[config.mk]
export PLATFORM = sky130hd
export DESIGN_NAME = inst_loader
export DESIGN_NICKNAME = d
export VERILOG_FILES = /design/src/rtl/rvsv_pkg.sv /design/src/rtl/inst_loader_byte_assembler.sv /design/src/rtl/inst_loader.sv
export SDC_FILE = /design/constraint.sdc
export NUM_CORES = 1
export LEC_CHECK = 0
export CORE_MARGIN = 8
export CORE_UTILIZATION = 45
export CTS_BUF_LIST = sky130_fd_sc_hd__clkbuf_4 sky130_fd_sc_hd__clkbuf_8
export CTS_CLUSTER_DIAMETER = 150
export DETAILED_ROUTE_END_ITERATION = 10
export GPL_TIMING_DRIVEN = 0
export PLACE_DENSITY = 0.7
export SLEW_MARGIN = 30
export SYNTH_ARGS = -nofsm -noshare
export SYNTH_HDL_FRONTEND = slang
export SYNTH_SLANG_ARGS = --single-unit
[constraint.sdc]
create_clock -name clock -period 14.1 [get_ports clock]
set_clock_uncertainty 0.05 [all_clocks]
set_input_delay 2.82 -clock clock [delete_from_list [all_inputs] [get_ports clock]]
set_output_delay 2.82 -clock clock [all_outputs]
set_load 0.02 [all_outputs]
[src/rtl/rvsv_pkg.sv]
// Shared definitions for the program loader.
//   loader_state_t : loader FSM state encoding
//   LEN_BYTES      : number of bytes in the little-endian length header
package rvsv_pkg;

  typedef enum logic [2:0] {
    IDLE  = 3'd0,
    LEN   = 3'd1,
    DATA  = 3'd2,
    WRITE = 3'd3,
    DONE  = 3'd4
  } loader_state_t;

  localparam int LEN_BYTES = 4;

endpackage

[src/rtl/inst_loader_byte_assembler.sv]
// byte_assembler: collects W/8 bytes into a W-bit little-endian word.
//   clock, reset : rising-edge clock, asynchronous active-high reset
//   clr          : restart assembly (count and word cleared)
//   push         : accept in_byte this cycle
//   in_byte      : incoming byte
//   word         : shift register; after W/8 pushes the first byte sits in [7:0]
//   full         : this push completes a word (count wraps to zero on the same edge)
module byte_assembler #(
  parameter int W = 32
) (
  input  logic         clock,
  input  logic         reset,
  input  logic         clr,
  input  logic         push,
  input  logic [7:0]   in_byte,
  output logic [W-1:0] word,
  output logic         full
);

  localparam int N  = W / 8;
  localparam int CW = $clog2(N + 1);

  logic [CW-1:0] cnt;

  assign full = push && (cnt == CW'(N - 1));

  // New bytes enter at the top so the first byte ends up in the lowest lane.
  always_ff @(posedge clock or posedge reset) begin
    if (reset) begin
      cnt  <= '0;
      word <= '0;
    end else if (clr) begin
      cnt  <= '0;
      word <= '0;
    end else if (push) begin
      word <= (word >> 8) | (W'(in_byte) << (W - 8));
      cnt  <= full ? '0 : cnt + CW'(1);
    end
  end

endmodule

[src/rtl/inst_loader.sv]
// inst_loader: write side of the instruction memory. Consumes the byte stream
// {LEN[31:0], word0, word1, ...} (little-endian) and writes LEN words to
// consecutive byte addresses starting at base_addr.
//   clock, reset         : rising-edge clock, asynchronous active-high reset
//   start, base_addr     : begin a load at base_addr (accepted only in IDLE/DONE)
//   in_byte, in_valid    : byte stream input
//   in_ready             : stream byte accepted when in_valid & in_ready
//   pc, wdata, write_en  : inst_mem write port; pc/wdata qualified by write_en
//   busy, done           : load in progress / load complete (held until next start)
//   word_count           : words written in the current load
module inst_loader
  import rvsv_pkg::*;
#(
  parameter int XLEN = 32,
  parameter int ILEN = 32
) (
  input  logic            clock,
  input  logic            reset,
  input  logic            start,
  input  logic [ILEN-1:0] base_addr,
  input  logic [7:0]      in_byte,
  input  logic            in_valid,
  output logic            in_ready,
  output logic [ILEN-1:0] pc,
  output logic [ILEN-1:0] wdata,
  output logic            write_en,
  output logic            busy,
  output logic            done,
  output logic [31:0]     word_count
);

  localparam int BPW = ILEN / 8;

  if ((ILEN % 8) != 0 || ILEN < 8 || XLEN < 1) begin : g_bad_param
    $error("inst_loader: ILEN must be a positive multiple of 8");
  end

  loader_state_t state, state_nxt;

  logic        start_acc;
  logic        transfer;
  logic        len_push, len_full;
  logic        dat_push, dat_full;
  logic [31:0] len_word, len_value;
  logic [ILEN-1:0] dat_word;

  assign transfer  = in_valid && in_ready;
  assign start_acc = start && (state == IDLE || state == DONE);
  assign len_push  = transfer && (state == LEN);
  assign dat_push  = transfer && (state == DATA);

  // Length as it will read once the byte being accepted now is included;
  // lets LEN==0 go straight to DONE on the 4th byte's edge.
  assign len_value = (len_word >> 8) | (32'(in_byte) << 24);

  byte_assembler #(.W(8 * LEN_BYTES)) u_len_asm (
    .clock  (clock),
    .reset  (reset),
    .clr    (start_acc),
    .push   (len_push),
    .in_byte(in_byte),
    .word   (len_word),
    .full   (len_full)
  );

  byte_assembler #(.W(ILEN)) u_dat_asm (
    .clock  (clock),
    .reset  (reset),
    .clr    (start_acc),
    .push   (dat_push),
    .in_byte(in_byte),
    .word   (dat_word),
    .full   (dat_full)
  );

  always_ff @(posedge clock or posedge reset) begin
    if (reset) state <= IDLE;
    else       state <= state_nxt;
  end

  // len_word holds the full length once LEN is left; no further pushes reach it.
  always_comb begin
    state_nxt = state;
    case (state)
      IDLE, DONE: if (start) state_nxt = LEN;
      LEN:        if (len_full) state_nxt = (len_value == 32'd0) ? DONE : DATA;
      DATA:       if (dat_full) state_nxt = WRITE;
      WRITE:      state_nxt = (word_count + 32'd1 == len_word) ? DONE : DATA;
      default:    state_nxt = IDLE;
    endcase
  end

  assign in_ready = (state == LEN) || (state == DATA);
  assign write_en = (state == WRITE);
  assign busy     = (state == LEN) || (state == DATA) || (state == WRITE);
  assign done     = (state == DONE);

  // wdata is captured whole on the last byte so it stays stable between writes.
  always_ff @(posedge clock or posedge reset) begin
    if (reset) begin
      pc         <= '0;
      wdata      <= '0;
      word_count <= '0;
    end else begin
      if (start_acc) begin
        pc         <= base_addr;
        word_count <= '0;
      end else if (state == WRITE) begin
        pc         <= pc + ILEN'(BPW);
        word_count <= word_count + 32'd1;
      end
      if (dat_full) wdata <= (dat_word >> 8) | (ILEN'(in_byte) << (ILEN - 8));
    end
  end

endmodule

==> run_1/zoom.png <==
Window x 18 to 58, y 94 to 134 um. Cells in gray, sequential cells in the stronger gray; small squares are vias.
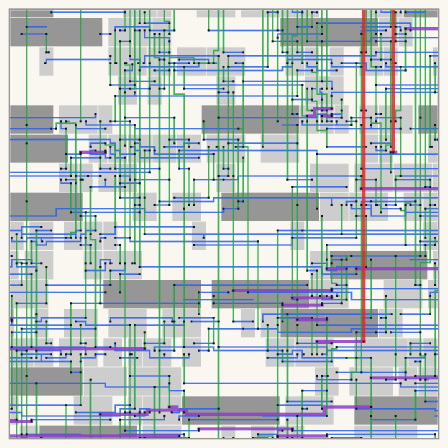
Key: met1 = blue; met4 = red; met2 = green; met3 = purple
Most frequent: nand2_1 (13), dfrtp_1 (13), o21ai_0 (11). Sequential cells in the window: 13. 110 logic cells have their middle in the window. Netlist names of flops here include pc (13).

==> run_1/final_clocks.png <==
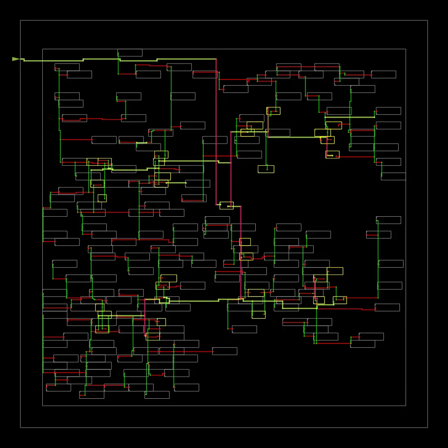
num sequential: 161
clock buffers: 17

==> run_1/metal_stack.png <==
Two of the layers only.
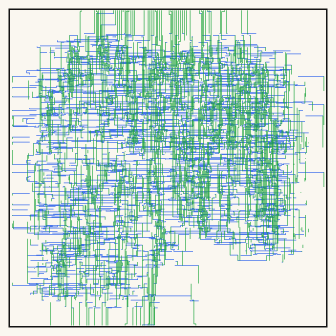
Key: met1 = blue [wire length 11,000 um]; met2 = green [wire length 11,700 um]
GR Util All Layers: 0.222
DR vias: 7,519
wire length per cell: 20.6 um
final WL: 25,700 um

==> GITHUB_STEP_SUMMARY, run 1 <==
## Implementation flow summary

| Metric | Value |
|---|---|
| Logic inverters | `10` |
| CP Capture Type | `output port` |
| Fraction of registers with async set/reset | `1.00` |
| Hold Path Origin | `pc[1]$_DFFE_PP0P_` |
| Area growth syn-to-layout | `26.3%` |
| Synth mux share | `0.0540` |
| Pre-antenna DRT Iters | `6` |
| Yosys xor share | `0.0473` |
| Signal buf overhead | `0.162` |
| Die Ht | `152 um` |
| Crit share post-route | `0.476` |
| Yosys stat chip area | `8340 um^2` |
| Aoi share | `0.182` |
| Biggest area consumer among synthesized cells | `dfrtp_1` |
| Yosys adder share | `0.00600` |
| Clock Sink Count | `161` |
| Status | `finished, final reports clean` |
| Netlist Area Pre-Place | `8340 um^2` |
| Maximum clock rate | `0.149 GHz` |
| Worst r2r dst | `state[1]$_DFFE_PP0P_` |
| Synth Net Count | `889` |
| Flop pwr share | `0.396` |
| Core Footprint | `18,100 um^2` |
| Final core occ | `0.582` |
| Switch share | `0.429` |
| TritonCTS clock tree | `done` |
| Chip width | `152 um` |
| Setup WS post-layout | `7.39 ns` |
| Clk slew on worst S/H paths | `0.11 ns` |
| H-Tree Depth | `4` |
| DP HPWL | `18,500 um` |
| Seq group | `699 uW` |
| Final Critical Period | `6.71 ns` |
| DRC viols | `0` |
| Commonest non-fill, non-tap cells in the layout | `161 x dfrtp_1, 143 x clkdlybuf4s50_1, 95 x nand2_1` |
| Uppermost layer routed | `met4` |
| Seq/Total Area, Yosys | `0.483` |
| Cells after DPL | `1,214` |
| Met2 routed WL | `11,700 um` |
| Mapped Cells | `841` |
| NumNets Final | `1,052` |
| Share of power burned in combinational logic | `0.399` |
| Top-count cell post-synth | `dfrtp_1` |
| Unrepaired setup endpoints after global routing | `false` |
| Post-place instance area | `10,100 um^2` |
| Placement Setup Slack | `7.92 ns` |
| Top-area cell share | `0.483` |
| Clk network pwr share | `0.205` |
| Ys cells | `841` |
| N_taps | `229` |
| Metal-1 WL | `11,000 um` |
| Max Slew Vio Count | `0` |
| Largest net degree at the start of global routing | `88` |
| Worst-margin pin slew | `0.870 ns` |
| Main area contributors | `dfrtp_1 48%, a22o_1 4.7%, mux2_2 4.3%, nand2_1 4.3%, o21ai_0 3.6%` |
| Met1 Use GR | `0.289` |
| Dominant flop cell | `dfrtp_1` |
| Max-Cap Viols | `0` |
| Hold slack | `0.440 ns` |
| FF-to-FF path depth | `8` |
| Logic area | `4030 um^2` |
| Clk buf depth | `2` |
| Hold Path End | `pc[1]$_DFFE_PP0P_` |
| Initial antenna violation count | `0` |
| FP Rows | `49` |
| Final Wtd Congestion | `0.894` |
| Clock network power | `362 uW` |
| Final setup fails | `0` |
| Final ANT Viol Nets | `0` |
| Comb. pwr | `704 uW` |
| Commonest cells post-synth | `161 x dfrtp_1, 95 x nand2_1, 60 x o21ai_0` |
| Yosys reg bits | `161` |
| Most common cell on crit path | `clkbuf_1` |
| Fill cells | `1,559` |
| Die Area | `23,100 um^2` |
| Flip-flops with a built-in enable | `0` |
| OpenROAD warnings | `26` |
| Avg Vias per Cell | `6.03` |
| Hold Path Depth | `2` |
| Simple Share, Synth | `0.193` |
| Top pwr grp | `combinational cells` |
| Worst reg2reg path startpoint | `word_count[0]$_DFFE_PP0P_` |
| Reg2reg setup slack | `10.69 ns` |
| Root Driver | `clkbuf_8` |
| Slew margin rel. | `0.420` |
| Nature of the critical path startpoint | `flip-flop` |
| Hold_buf cts | `0` |
| Seq. cell area | `4030 um^2` |
| First-pass GRT wire length | `41,400 um` |
--- run 2 (diff from run 1) ---
==> constraint.sdc (replaced) <==
create_clock -name clock -period 7 [get_ports clock]
set_clock_uncertainty 0.05 [all_clocks]
set_input_delay 1.4 -clock clock [delete_from_list [all_inputs] [get_ports clock]]
set_output_delay 1.4 -clock clock [all_outputs]
set_load 0.02 [all_outputs]
==> run_2/final_clocks.png <==
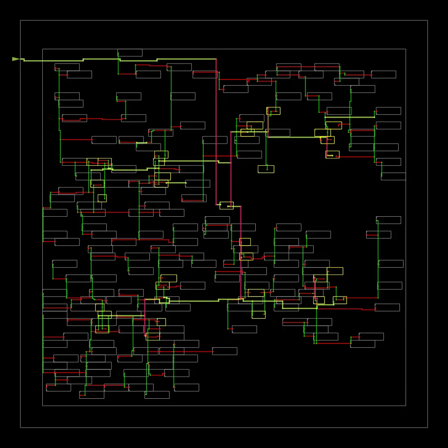
Clock Sink Count: 161
CTS buffer count: 17
clock network power: 728 uW

==> run_2/metal_stack.png <==
Two of the layers only.
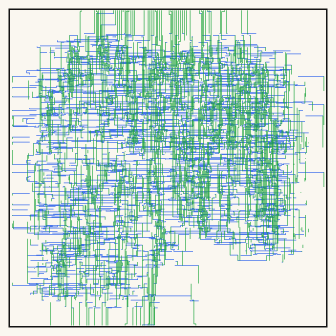

==> run_2/port_nets.png <==
The bar under the picture is 50 um long.
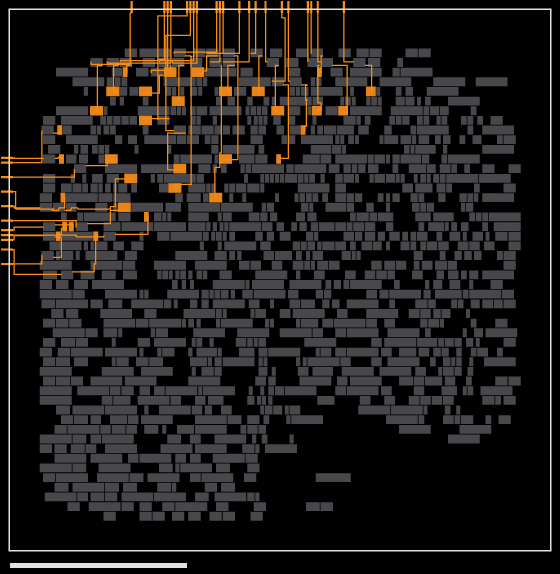
Key: base_addr = orange [direction input, edge 21 north, 11 west, end cells 32, buffers 32, wire 1,080 um]

==> run 2 against run 1 <==
  * First-iteration DRC count unchanged
  * Critical path depth unchanged
  * Sequential share of layout area unchanged
  * Via count unchanged
  * Final cell count unchanged
  * Global-route usage unchanged
  * Synthesized cell count unchanged
  * Sequential power up 100%
  * Setup slack worse by 5.7 ns
  * Utilization unchanged
  * Combinational power up 100%
  * Die area unchanged
  * Critical endpoint unchanged
  * Largest cell class unchanged
==> GITHUB_STEP_SUMMARY, run 2 <==
## Implementation flow summary

| Metric | Value |
|---|---|
| Status | `finished, final reports clean` |
| Yosys reg bits | `161` |
| Logic area | `4030 um^2` |
| Num sequential | `161` |
| TritonCTS clock tree | `done` |
| Clk buf depth | `2` |
| Ys cells | `841` |
| DP HPWL | `18,500 um` |
| Hold Path Origin | `pc[1]$_DFFE_PP0P_` |
| Worst r2r dst | `state[1]$_DFFE_PP0P_` |
| Simple Share, Synth | `0.193` |
| Yosys stat chip area | `8340 um^2` |
| Wire length per cell | `20.6 um` |
| H-Tree Depth | `4` |
| GR Util All Layers | `0.222` |
| Met1 Use GR | `0.289` |
| Fraction of registers with async set/reset | `1.00` |
| Fill cells | `1,559` |
| Top pwr grp | `combinational cells` |
| Setup WS post-layout | `1.71 ns` |
| Metal-1 WL | `11,000 um` |
| Worst reg2reg path startpoint | `word_count[0]$_DFFE_PP0P_` |
| Chip width | `152 um` |
| Synth mux share | `0.0540` |
| Hold Path Depth | `2` |
| Comb. pwr | `1420 uW` |
| Top-area cell share | `0.483` |
| Final Critical Period | `5.29 ns` |
| Seq group | `1410 uW` |
| Clk network pwr share | `0.205` |
| Die Ht | `152 um` |
| Pre-antenna DRT Iters | `6` |
| Netlist Area Pre-Place | `8340 um^2` |
| Uppermost layer routed | `met4` |
| Crit share post-route | `0.755` |
| Most common cell on crit path | `clkbuf_1` |
| Reg2reg setup slack | `3.59 ns` |
| Hold_buf cts | `0` |
| Placement Setup Slack | `2.24 ns` |
| Maximum clock rate | `0.189 GHz` |
| Yosys adder share | `0.00600` |
| Top-count cell post-synth | `dfrtp_1` |
| Logic inverters | `10` |
| Clk slew on worst S/H paths | `0.11 ns` |
| DRC viols | `0` |
| Initial antenna violation count | `0` |
| Cells after DPL | `1,214` |
| Signal buf overhead | `0.162` |
--- run 3 (diff from run 2) ---
==> constraint.sdc (replaced) <==
create_clock -name clock -period 5.1 [get_ports clock]
set_clock_uncertainty 0.05 [all_clocks]
set_input_delay 1.02 -clock clock [delete_from_list [all_inputs] [get_ports clock]]
set_output_delay 1.02 -clock clock [all_outputs]
set_load 0.02 [all_outputs]
==> run_3/registers.png <==
The bar under the picture is 50 um long. Other sequential cells in the stronger gray, the rest of the logic in the fainter gray.
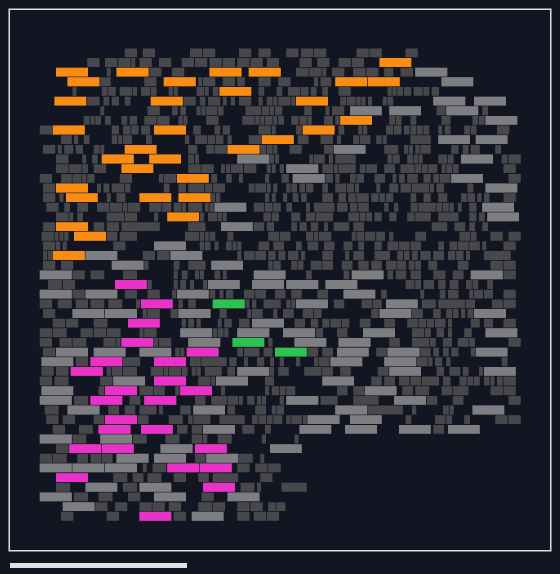
Key: u_len_asm.cnt = green [placed flops 3]; u_dat_asm.word = magenta [placed flops 24]; pc = orange [placed flops 32]
Another 102 sequential cells are not colored.

==> run_3/final_clocks.png <==
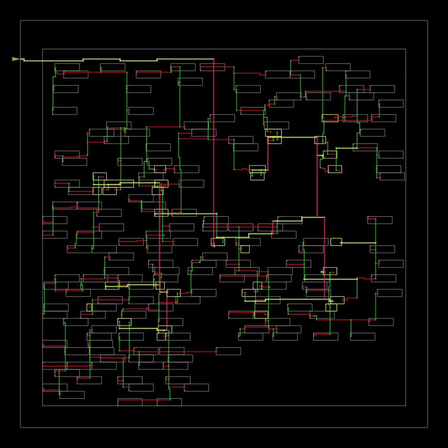
Worst-Skew Late Latency: 0.48 ns
clock network power: 998 uW

==> run_3/port_nets.png <==
The bar under the picture is 50 um long.
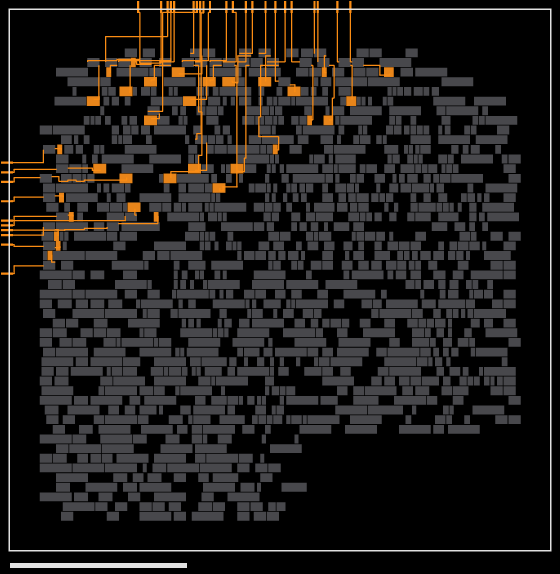
Key: base_addr = orange [direction input, edge 22 north, 10 west, end cells 32, buffers 32, wire 1,000 um]

==> run 3 against run 2 <==
  * Critical path depth did not move
  * Hold slack better by 0.0060 ns
  * Largest power group unchanged
  * Register-to-register slack lost 1.9 ns
  * Highest routed layer unchanged
  * Die area unchanged
==> GITHUB_STEP_SUMMARY, run 3 <==
## Implementation flow summary

| Metric | Value |
|---|---|
| FF-to-FF path depth | `8` |
| Fraction of registers with async set/reset | `1.00` |
| Top-area cell share | `0.483` |
| Netlist Area Pre-Place | `8340 um^2` |
| DR vias | `7,483` |
| Mapped Cells | `841` |
| Clock Sink Count | `161` |
| Met1 Use GR | `0.296` |
| TritonCTS clock tree | `done` |
| Status | `finished, final reports clean` |
| Most common cell on crit path | `clkbuf_1` |
| Reg2reg setup slack | `1.72 ns` |
| Logic inverters | `10` |
| Hold slack | `0.446 ns` |
| Hold_buf cts | `0` |
| Die Ht | `152 um` |
| Switch share | `0.424` |
| Clk slew on worst S/H paths | `0.10 ns` |
| Logic area | `4030 um^2` |
| CP Capture Type | `output port` |
| Ys cells | `841` |
| Hold Path Origin | `pc[0]$_DFFE_PP0P_` |
| Synth Net Count | `889` |
| Final core occ | `0.587` |
| DRC viols | `0` |
| Comb. pwr | `1960 uW` |
| Top-count cell post-synth | `dfrtp_1` |
| Final Critical Period | `4.93 ns` |
| NumNets Final | `1,057` |
| Seq/Total Area, Yosys | `0.483` |
| Simple Share, Synth | `0.193` |
| Aoi share | `0.182` |
| Seq. cell area | `4030 um^2` |
| DP HPWL | `19,000 um` |
| Yosys xor share | `0.0473` |
| Worst-margin pin slew | `0.881 ns` |
| GR Util All Layers | `0.223` |
| Commonest cells post-synth | `161 x dfrtp_1, 95 x nand2_1, 60 x o21ai_0` |
| Main area contributors | `dfrtp_1 48%, a22o_1 4.7%, mux2_2 4.3%, nand2_1 4.3%, o21ai_0 3.6%` |
| Flop pwr share | `0.396` |
| Placement Setup Slack | `0.749 ns` |
| Post-place instance area | `10,200 um^2` |
| Num sequential | `161` |
| Setup WS post-layout | `0.174 ns` |
| Area growth syn-to-layout | `27.3%` |
| H-Tree Depth | `4` |
| First-pass GRT wire length | `41,400 um` |
| Worst reg2reg path startpoint | `word_count[0]$_DFFE_PP0P_` |
| Share of power burned in combinational logic | `0.401` |
| Yosys stat chip area | `8340 um^2` |
| Die Area | `23,100 um^2` |
Power figures rest on the tool's default switching activity, not on a simulated workload.
